`src/rtl/cache_ctrl_2way_if.sv`:
```
// Bundle of CPU request/response, per-way array control and pmem line-port
// signals that connect the 2-way cache controller to its environment.
interface cache_ctrl_2way_if #(
    parameter int CNT_W = 32
);
    logic             mem_read;
    logic             mem_write;
    logic             mem_resp;
    logic [1:0]       valid_in;
    logic [1:0]       dirty_in;
    logic [1:0]       tag_match;
    logic             lru_in;
    logic [1:0]       valid_load;
    logic [1:0]       dirty_load;
    logic             dirty_wdata;
    logic [1:0]       tag_load;
    logic [1:0]       data_fill;
    logic [1:0]       data_cpu_we;
    logic             lru_load;
    logic             lru_wdata;
    logic             way_sel;
    logic             addr_sel;
    logic             pmem_read;
    logic             pmem_write;
    logic             pmem_resp;
    logic [CNT_W-1:0] hit_count;
    logic [CNT_W-1:0] miss_count;

    modport master (
        output mem_read, mem_write, valid_in, dirty_in, tag_match, lru_in, pmem_resp,
        input  mem_resp, valid_load, dirty_load, dirty_wdata, tag_load, data_fill,
               data_cpu_we, lru_load, lru_wdata, way_sel, addr_sel, pmem_read,
               pmem_write, hit_count, miss_count
    );

    modport slave (
        input  mem_read, mem_write, valid_in, dirty_in, tag_match, lru_in, pmem_resp,
        output mem_resp, valid_load, dirty_load, dirty_wdata, tag_load, data_fill,
               data_cpu_we, lru_load, lru_wdata, way_sel, addr_sel, pmem_read,
               pmem_write, hit_count, miss_count
    );
endinterface

```
`src/rtl/cache_ctrl_2way.sv`:
```
// Control FSM for a 2-way set-associative write-back L1 cache: hit handling,
// victim write-back, line fill and saturating hit/miss counters.
module cache_ctrl_2way #(
    parameter int CNT_W = 32
) (
    input logic              clk,
    input logic              rst,
    cache_ctrl_2way_if.slave bus
);
    localparam logic [1:0] ST_IDLE      = 2'd0;
    localparam logic [1:0] ST_CHECK     = 2'd1;
    localparam logic [1:0] ST_WRITEBACK = 2'd2;
    localparam logic [1:0] ST_FILL      = 2'd3;

    localparam logic [CNT_W-1:0] CNT_ONE = {{(CNT_W-1){1'b0}}, 1'b1};
    localparam logic [CNT_W-1:0] CNT_MAX = {CNT_W{1'b1}};

    logic [1:0]       state_r;
    logic [1:0]       next_s;
    logic             victim_r;
    logic             refill_r;
    logic [CNT_W-1:0] hit_cnt_r;
    logic [CNT_W-1:0] miss_cnt_r;

    logic req_s;
    logic hit_s;
    logic hit_way_s;
    logic victim_dirty_s;
    logic victim_load_s;
    logic hit_inc_s;
    logic miss_inc_s;
    logic refill_set_s;
    logic refill_clr_s;

    assign req_s          = bus.mem_read | bus.mem_write;
    assign hit_s          = |(bus.valid_in & bus.tag_match);
    assign hit_way_s      = bus.valid_in[1] & bus.tag_match[1];
    assign victim_dirty_s = bus.valid_in[bus.lru_in] & bus.dirty_in[bus.lru_in];

    assign bus.hit_count  = hit_cnt_r;
    assign bus.miss_count = miss_cnt_r;

    // Next-state and output decode; reset forces every output low so pmem requests drop at once
    always_comb begin
        next_s          = state_r;
        victim_load_s   = 1'b0;
        hit_inc_s       = 1'b0;
        miss_inc_s      = 1'b0;
        refill_set_s    = 1'b0;
        refill_clr_s    = 1'b0;
        bus.mem_resp    = 1'b0;
        bus.valid_load  = 2'b00;
        bus.dirty_load  = 2'b00;
        bus.dirty_wdata = 1'b0;
        bus.tag_load    = 2'b00;
        bus.data_fill   = 2'b00;
        bus.data_cpu_we = 2'b00;
        bus.lru_load    = 1'b0;
        bus.lru_wdata   = 1'b0;
        bus.way_sel     = 1'b0;
        bus.addr_sel    = 1'b0;
        bus.pmem_read   = 1'b0;
        bus.pmem_write  = 1'b0;
        if (rst) begin
            next_s = ST_IDLE;
        end else begin
            case (state_r)
                ST_IDLE: begin
                    if (req_s) begin
                        next_s       = ST_CHECK;
                        refill_clr_s = 1'b1;
                    end else begin
                        next_s = ST_IDLE;
                    end
                end
                ST_CHECK: begin
                    if (hit_s) begin
                        bus.mem_resp  = 1'b1;
                        bus.way_sel   = hit_way_s;
                        bus.lru_load  = 1'b1;
                        bus.lru_wdata = ~hit_way_s;
                        hit_inc_s     = ~refill_r;
                        next_s        = ST_IDLE;
                        // A simultaneous read+write is treated as a write
                        if (bus.mem_write) begin
                            bus.data_cpu_we[hit_way_s] = 1'b1;
                            bus.dirty_load[hit_way_s]  = 1'b1;
                            bus.dirty_wdata            = 1'b1;
                        end else begin
                            bus.dirty_wdata = 1'b0;
                        end
                    end else begin
                        victim_load_s = 1'b1;
                        miss_inc_s    = 1'b1;
                        next_s        = victim_dirty_s ? ST_WRITEBACK : ST_FILL;
                    end
                end
                ST_WRITEBACK: begin
                    bus.pmem_write = 1'b1;
                    bus.addr_sel   = 1'b1;
                    bus.way_sel    = victim_r;
                    next_s         = bus.pmem_resp ? ST_FILL : ST_WRITEBACK;
                end
                ST_FILL: begin
                    bus.pmem_read = 1'b1;
                    bus.addr_sel  = 1'b0;
                    if (bus.pmem_resp) begin
                        bus.data_fill[victim_r]  = 1'b1;
                        bus.tag_load[victim_r]   = 1'b1;
                        bus.valid_load[victim_r] = 1'b1;
                        bus.dirty_load[victim_r] = 1'b1;
                        bus.dirty_wdata          = 1'b0;
                        refill_set_s             = 1'b1;
                        next_s                   = ST_CHECK;
                    end else begin
                        next_s = ST_FILL;
                    end
                end
                default: begin
                    next_s = ST_IDLE;
                end
            endcase
        end
    end

    // State, victim, refill flag and saturating performance counters
    always_ff @(posedge clk) begin
        if (rst) begin
            state_r    <= ST_IDLE;
            victim_r   <= 1'b0;
            refill_r   <= 1'b0;
            hit_cnt_r  <= {CNT_W{1'b0}};
            miss_cnt_r <= {CNT_W{1'b0}};
        end else begin
            state_r <= next_s;
            if (victim_load_s) begin
                victim_r <= bus.lru_in;
            end
            if (refill_set_s) begin
                refill_r <= 1'b1;
            end else if (refill_clr_s) begin
                refill_r <= 1'b0;
            end
            if (hit_inc_s && (hit_cnt_r != CNT_MAX)) begin
                hit_cnt_r <= hit_cnt_r + CNT_ONE;
            end
            if (miss_inc_s && (miss_cnt_r != CNT_MAX)) begin
                miss_cnt_r <= miss_cnt_r + CNT_ONE;
            end
        end
    end
endmodule
```
`src/flat_wrapper.sv`:
```
// flat-port wrapper written by rule: the top's interface ports become plain ports
module cache_ctrl_2way_flat 
#(
    parameter int CNT_W = 32
)
  (clk, rst, bus_mem_read, bus_mem_write, bus_valid_in, bus_dirty_in, bus_tag_match, bus_lru_in, bus_pmem_resp, bus_mem_resp, bus_valid_load, bus_dirty_load, bus_dirty_wdata, bus_tag_load, bus_data_fill, bus_data_cpu_we, bus_lru_load, bus_lru_wdata, bus_way_sel, bus_addr_sel, bus_pmem_read, bus_pmem_write, bus_hit_count, bus_miss_count);
  cache_ctrl_2way_if #(.CNT_W(CNT_W)) bus_i ();
  input logic clk;
  input logic rst;
  input wire logic [$bits(bus_i.mem_read)-1:0] bus_mem_read;
  input wire logic [$bits(bus_i.mem_write)-1:0] bus_mem_write;
  input wire logic [$bits(bus_i.valid_in)-1:0] bus_valid_in;
  input wire logic [$bits(bus_i.dirty_in)-1:0] bus_dirty_in;
  input wire logic [$bits(bus_i.tag_match)-1:0] bus_tag_match;
  input wire logic [$bits(bus_i.lru_in)-1:0] bus_lru_in;
  input wire logic [$bits(bus_i.pmem_resp)-1:0] bus_pmem_resp;
  output wire logic [$bits(bus_i.mem_resp)-1:0] bus_mem_resp;
  output wire logic [$bits(bus_i.valid_load)-1:0] bus_valid_load;
  output wire logic [$bits(bus_i.dirty_load)-1:0] bus_dirty_load;
  output wire logic [$bits(bus_i.dirty_wdata)-1:0] bus_dirty_wdata;
  output wire logic [$bits(bus_i.tag_load)-1:0] bus_tag_load;
  output wire logic [$bits(bus_i.data_fill)-1:0] bus_data_fill;
  output wire logic [$bits(bus_i.data_cpu_we)-1:0] bus_data_cpu_we;
  output wire logic [$bits(bus_i.lru_load)-1:0] bus_lru_load;
  output wire logic [$bits(bus_i.lru_wdata)-1:0] bus_lru_wdata;
  output wire logic [$bits(bus_i.way_sel)-1:0] bus_way_sel;
  output wire logic [$bits(bus_i.addr_sel)-1:0] bus_addr_sel;
  output wire logic [$bits(bus_i.pmem_read)-1:0] bus_pmem_read;
  output wire logic [$bits(bus_i.pmem_write)-1:0] bus_pmem_write;
  output wire logic [$bits(bus_i.hit_count)-1:0] bus_hit_count;
  output wire logic [$bits(bus_i.miss_count)-1:0] bus_miss_count;
  assign bus_i.mem_read = bus_mem_read;
  assign bus_i.mem_write = bus_mem_write;
  assign bus_i.valid_in = bus_valid_in;
  assign bus_i.dirty_in = bus_dirty_in;
  assign bus_i.tag_match = bus_tag_match;
  assign bus_i.lru_in = bus_lru_in;
  assign bus_i.pmem_resp = bus_pmem_resp;
  assign bus_mem_resp = bus_i.mem_resp;
  assign bus_valid_load = bus_i.valid_load;
  assign bus_dirty_load = bus_i.dirty_load;
  assign bus_dirty_wdata = bus_i.dirty_wdata;
  assign bus_tag_load = bus_i.tag_load;
  assign bus_data_fill = bus_i.data_fill;
  assign bus_data_cpu_we = bus_i.data_cpu_we;
  assign bus_lru_load = bus_i.lru_load;
  assign bus_lru_wdata = bus_i.lru_wdata;
  assign bus_way_sel = bus_i.way_sel;
  assign bus_addr_sel = bus_i.addr_sel;
  assign bus_pmem_read = bus_i.pmem_read;
  assign bus_pmem_write = bus_i.pmem_write;
  assign bus_hit_count = bus_i.hit_count;
  assign bus_miss_count = bus_i.miss_count;
  cache_ctrl_2way #(.CNT_W(CNT_W)) u_core (.clk(clk), .rst(rst), .bus(bus_i));
endmodule
```
`config.mk`:
```
export PLATFORM = sky130hd
export DESIGN_NAME = cache_ctrl_2way_flat
export DESIGN_NICKNAME = d
export VERILOG_FILES = /design/src/rtl/cache_ctrl_2way_if.sv /design/src/rtl/cache_ctrl_2way.sv /design/src/flat_wrapper.sv
export SDC_FILE = /design/constraint.sdc
export NUM_CORES = 1
export LEC_CHECK = 0
export ABC_CLOCK_PERIOD_IN_PS = 2400
export CELL_PAD_IN_SITES_DETAIL_PLACEMENT = 1
export CELL_PAD_IN_SITES_GLOBAL_PLACEMENT = 2
export CORE_MARGIN = 3
export CORE_UTILIZATION = 29
export DETAILED_ROUTE_END_ITERATION = 8
export PLACE_DENSITY = 0.85
export SYNTH_ARGS = -nofsm -noshare
export SYNTH_HDL_FRONTEND = slang
export SYNTH_SLANG_ARGS = --single-unit
```
`constraint.sdc`:
```
create_clock -name clk -period 2.4 [get_ports clk]
set_clock_uncertainty 0.05 [all_clocks]
set_input_delay 0.48 -clock clk [delete_from_list [all_inputs] [get_ports clk]]
set_output_delay 0.48 -clock clk [all_outputs]
set_load 0.005 [all_outputs]
```
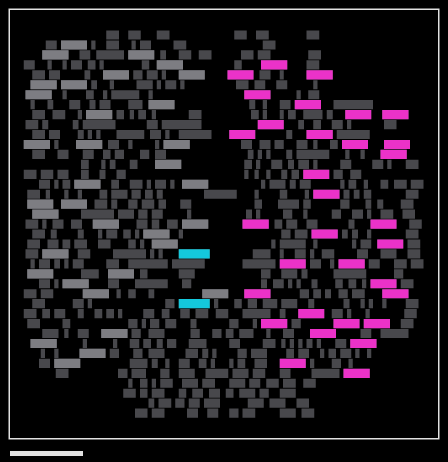
Figure 1: register map, names as in the netlist.
Scale bar: 20 µm. Other sequential cells in the stronger gray, the rest of the logic in the fainter gray.
legend:
  u_core.bus.miss_count:
    color: magenta
    flops: 32
  u_core.state_r:
    color: cyan
    flops: 2
not colored: 34
sequential portion of the cell area: 26.0%
Seq. cell area: 1370 µm²
share of the core filled with cells in the final layout: 44.9%
seq pwr: 1.14 mW

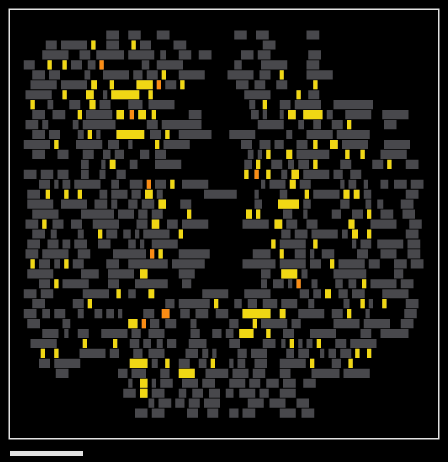
Figure 2: gate-type map.
Scale bar: 20 µm.
legend:
  inverters:
    color: orange
    cells: 9
  NOR gates:
    color: yellow
    cells: 108
    where: widely spread
fraction of area in multi-input gates: 40.7%
most frequent logic cell in the layout: sky130_fd_sc_hd__clkdlybuf4s50_1

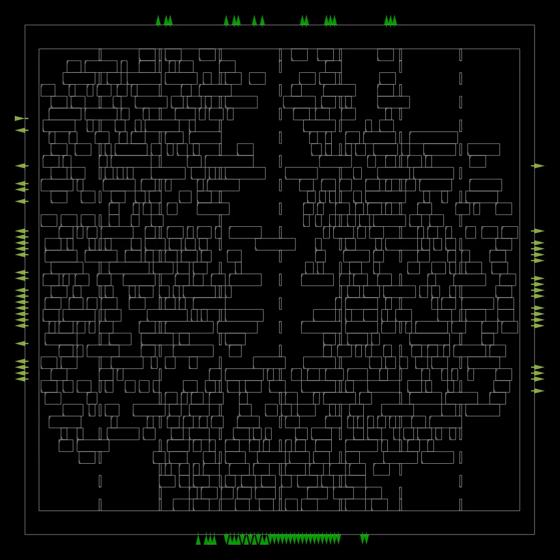
Figure 3: cell placement.
fill cell count: 1,367
Core Box Area: 11,700 µm²
number of standard cells in the layout, taps in and fillers out: 672
Flop Count: 68
inserted tap cell count: 143

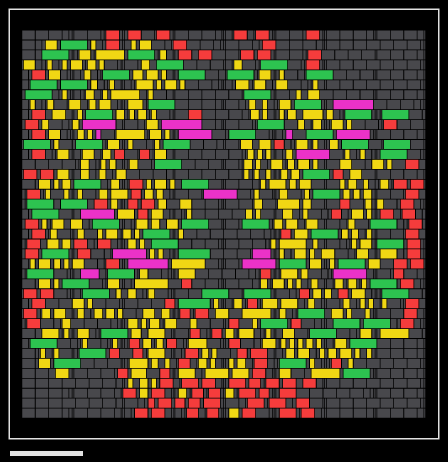
Figure 4: placement by cell class.
Scale bar: 20 µm. Fill, decap, tap and diode cells in gray.
legend:
  clock drivers and dummy loads:
    color: magenta
    cells: 16
    share_of_their_area: 6.9%
  all other logic:
    color: yellow
    cells: 320
    share_of_their_area: 43%
  other buffers and delay cells:
    color: red
    cells: 125
    share_of_their_area: 23%
  flops:
    color: green
    cells: 68
    share_of_their_area: 27%
total number of placement rows: 39
summed area of non-filler cells in the final layout: 5260 µm²

==> Flow_metrics.wiki <==
=== Synthesis and place and route ===
{| class="wikitable"
! Metric !! Value
|-
| Crit Path Category || flip-flop to output pin
|-
| Number of distinct library cell variants in the gate-level netlist after synthesis || 50
|-
| Cell count after placement || 653
|-
| Standard cell with the maximum stage delay on the critical path || sky130_fd_sc_hd__clkdlybuf4s50_1
|-
| Synth warn || 0
|-
| Placer Congestion || 0.801
|-
| Detail-routed net length per standard cell || 15.4 µm
|-
| Slew @ Worst Pin || 0.541 ns
|-
| Xor/xnor share of the synthesized area || 14.0%
|-
| Clk latency late pin || 0.33 ns
|-
| Main combinational cell family by area after synthesis || simple AND/OR/NAND/NOR gates
|-
| Global-route wire length before repair || 17,300 µm
|-
| Run status || finished, final reports clean
|-
| Mean instance size in the synthesized netlist || 8.76 µm²
|-
| Leakage power || 2.05 nW
|-
| Synth Register Bits || 68
|-
| Via density || 4.88
|-
| Initial antenna violation count || 0
|-
| Endpoints failing setup || 0
|-
| Commonest flop || sky130_fd_sc_hd__dfxtp_1
|-
| Data required time of the critical path || 1.87 ns
|-
| Count of TritonRoute iterations in the first routing pass || 4
|-
| Ratio of final minimum period to clock period || 97.1%
|-
| Number of vias in the routed layout || 3,277
|-
| Iter 0 DRT Violations || 134
|-
| Simple-gate portion of the synthesized area || 35.3%
|-
| DRC viols || 0
|-
| Final net count || 543
|-
| Area growth from synthesis to layout || 47.1%
|-
| Port Buffer Count || 93
|-
| Total die size || 13,700 µm²
|-
| Proportion of synthesized chip area in sequential cells || 38.1%
|-
| Post-Synth Adder-Cell Area || 2.45%
|-
| Cell-by-cell trace of the critical path || ha_4 -> nor2b_4 -> and3_4 -> buf_4 -> clkdlybuf4s50_1
|-
| Deepest level of the CTS H-tree || 3
|-
| Share of layout cells above drive strength 1 || 15.9%
|-
| Fp_density || 30.5%
|-
| TritonCTS buffer count || 9
|-
| Warning total across the stage logs || 31
|-
| Share of flip-flops with an asynchronous set or reset after synthesis || 0%
|-
| Clock Tree Buf Depth || 2
|-
| Count of instantiated cells in the yosys netlist || 408
|-
| Hold Path Depth || 1
|-
| Number of global-route vias before repair || 3,475
|-
| Number of nets at floorplan || 427
|-
| Data arrival time of the worst path || 1.80 ns
|-
| Slack of the critical path || 0.0705 ns
|-
| Total routed wirelength || 10,400 µm
|-
| FMAX || 429 MHz
|-
| Highest ir drop seen on vdd || 375 µV
|-
| Most instantiated logic cells after routing || sky130_fd_sc_hd__clkdlybuf4s50_1, sky130_fd_sc_hd__nor2_1, sky130_fd_sc_hd__dfxtp_1
|-
| Type of element capturing the critical path || output pin
|-
| I/O pins || 94
|-
| Clock slew at reported path FFs || 0.06 ns
|-
| Post-Syn Instances || 408
|-
| Hold_buf cts || 0
|-
| Max incr delay on CP || 0.49 ns
|-
| Design Power || 2.85 mW
|-
| Largest driver fanout on the critical path || 4
|-
| Synthesized cell area || 3570 µm²
|-
| Clock tree sinks || 68
|-
| GRT Util Overall || 15.8%
|-
| Ant diodes || 0
|-
| Placed cell area || 4790 µm²
|-
| Type of the most critical hold path || flip-flop to flip-flop
|-
| Worst reg-to-reg setup slack || 0.21 ns
|-
| Chip width || 117 µm
|-
| Element type at the critical path start || flip-flop
|-
| Max Cap Violations || 0
|-
| Pin count of the biggest net entering global routing || 50
|-
| Root cell of the clock tree || sky130_fd_sc_hd__clkbuf_16
|-
| Power density over the cells || 542 nW/µm²
|-
| Worst reg2reg path depth || 7
|-
| Die Y-Extent || 117 µm
|-
| Final antenna-violating net count || 0
|-
| Slew headroom || 63.9%
|-
| DP Wirelength || 7700 µm
|-
| Worst setup slack before clock tree synthesis || -0.247 ns
|-
| Pins over their slew limit || 0
|-
| Total cell area reported by yosys after synthesis || 3570 µm²
|-
| And-or/or-and share of the synthesized area || 5.08%
|-
| Count of flip-flops with a built-in enable after synthesis || 0
|-
| Mux share of post-synthesis cell area || 1.12%
|-
| RSZ-0062 raised after global routing || false
|-
| Post-route minimum period || 2.33 ns
|-
| Final number of hold-violating endpoints || 0
|-
| Total overflow reported by the global router || 0
|}
[sequential cells by signal, indices dropped and copies added (netlist names)]
signal	count
u_core.bus.hit_count	32
u_core.bus.miss_count	32
u_core.state_r	2
u_core.refill_r	1
u_core.victim_r	1
[logic make-up after synthesis]
family | after synthesis
AOI/OAI and AO/OA | 22
xor gates and xnor gates | 57
adders and majority gates | 7
buffers and inverters | 29
muxes | 4
DFF | 68
and+or+nand+nor | 221
[worst paths after layout]
kind                                             endpoint                 startpoint
worst max-delay path                    bus_valid_load[1]          u_core.state_r[0]
worst min-delay path            u_core.bus.miss_count[29]  u_core.bus.miss_count[29]
worst max register to register   u_core.bus.hit_count[22]    u_core.bus.hit_count[0]
worst min register to register  u_core.bus.miss_count[29]  u_core.bus.miss_count[29]
[metrics by stage]
| stage | hold slack, ns | TNS [ns] |
|---|---|---|
| 2_1_floorplan | 0.411 | 0 |
| 3_3_place_gp | 0.418 | -3.76 |
| 3_5_place_dp | 0.428 | -6.15 |
| 4_1_cts | 0.440 | -0.364 |
| 5_1_grt | 0.510 | 0 |
| 6_report | 0.438 | 0 |
[per-layer routing]
metal | wire [µm] | GRT usage, % | up-vias
li1 | - | - | 1645
met1 | 4750 | 19.5 | 1569
met2 | 5140 | 26.9 | 55
met3 | 419 | 5.14 | 8
met4 | 74 | 3.29 | 0
met5 | 0 | 0 | -
[layout make-up]
type	count	area, µm²	area share (%)
multi-input cells	311	2140	40.7
flip-flops and latches	68	1370	26.0
repair buffers	125	1180	22.4
clock buffers	12	256	4.88
well taps	143	179	3.40
clock inverters	4	95.1	1.81
inverters	9	36.3	0.690
[where the power goes]
group          internal (mW)  total, mW  switching (mW)
sequential              1.14       1.14         0.00830
clock                   1.07       1.55           0.483
combinational         0.0730      0.151          0.0776
[critical path, delay by kind of cell, from the launching register on]
family | cells | cell delay, ns
fa+ha+maj | 1 | 0.15
simple gates | 2 | 0.34
flops | 1 | 0.38
buf+inv | 2 | 0.60
[cells in the mapped netlist, types with 4 or more instances]
library cell / n / share of area, %
sky130_fd_sc_hd__a21oi_1: 5 / 0.70
sky130_fd_sc_hd__and3_1: 11 / 1.9
sky130_fd_sc_hd__and4_1: 7 / 1.7
sky130_fd_sc_hd__buf_4: 6 / 1.3
sky130_fd_sc_hd__clkbuf_1: 10 / 1.1
sky130_fd_sc_hd__dfxtp_1: 68 / 38
sky130_fd_sc_hd__ha_1: 7 / 2.5
sky130_fd_sc_hd__inv_1: 9 / 0.95
sky130_fd_sc_hd__mux2i_1: 4 / 1.1
sky130_fd_sc_hd__nand2_1: 28 / 2.9
sky130_fd_sc_hd__nand2b_1: 6 / 1.1
sky130_fd_sc_hd__nand3_1: 24 / 3.4
sky130_fd_sc_hd__nand4_1: 14 / 2.5
sky130_fd_sc_hd__nor2_1: 73 / 7.7
sky130_fd_sc_hd__nor3_1: 13 / 1.8
sky130_fd_sc_hd__nor4_1: 11 / 1.9
sky130_fd_sc_hd__xnor2_1: 27 / 6.6
sky130_fd_sc_hd__xor2_1: 30 / 7.4
[repair_timing]
| action | in CTS | in global routing |
|---|---|---|
| pin swaps | 3 | 2 |
| resized | 21 | 16 |
| buffers inserted | 2 | 1 |
| setup endpoints to repair | 15 | 11 |
Power and IR drop assume default switching activity.
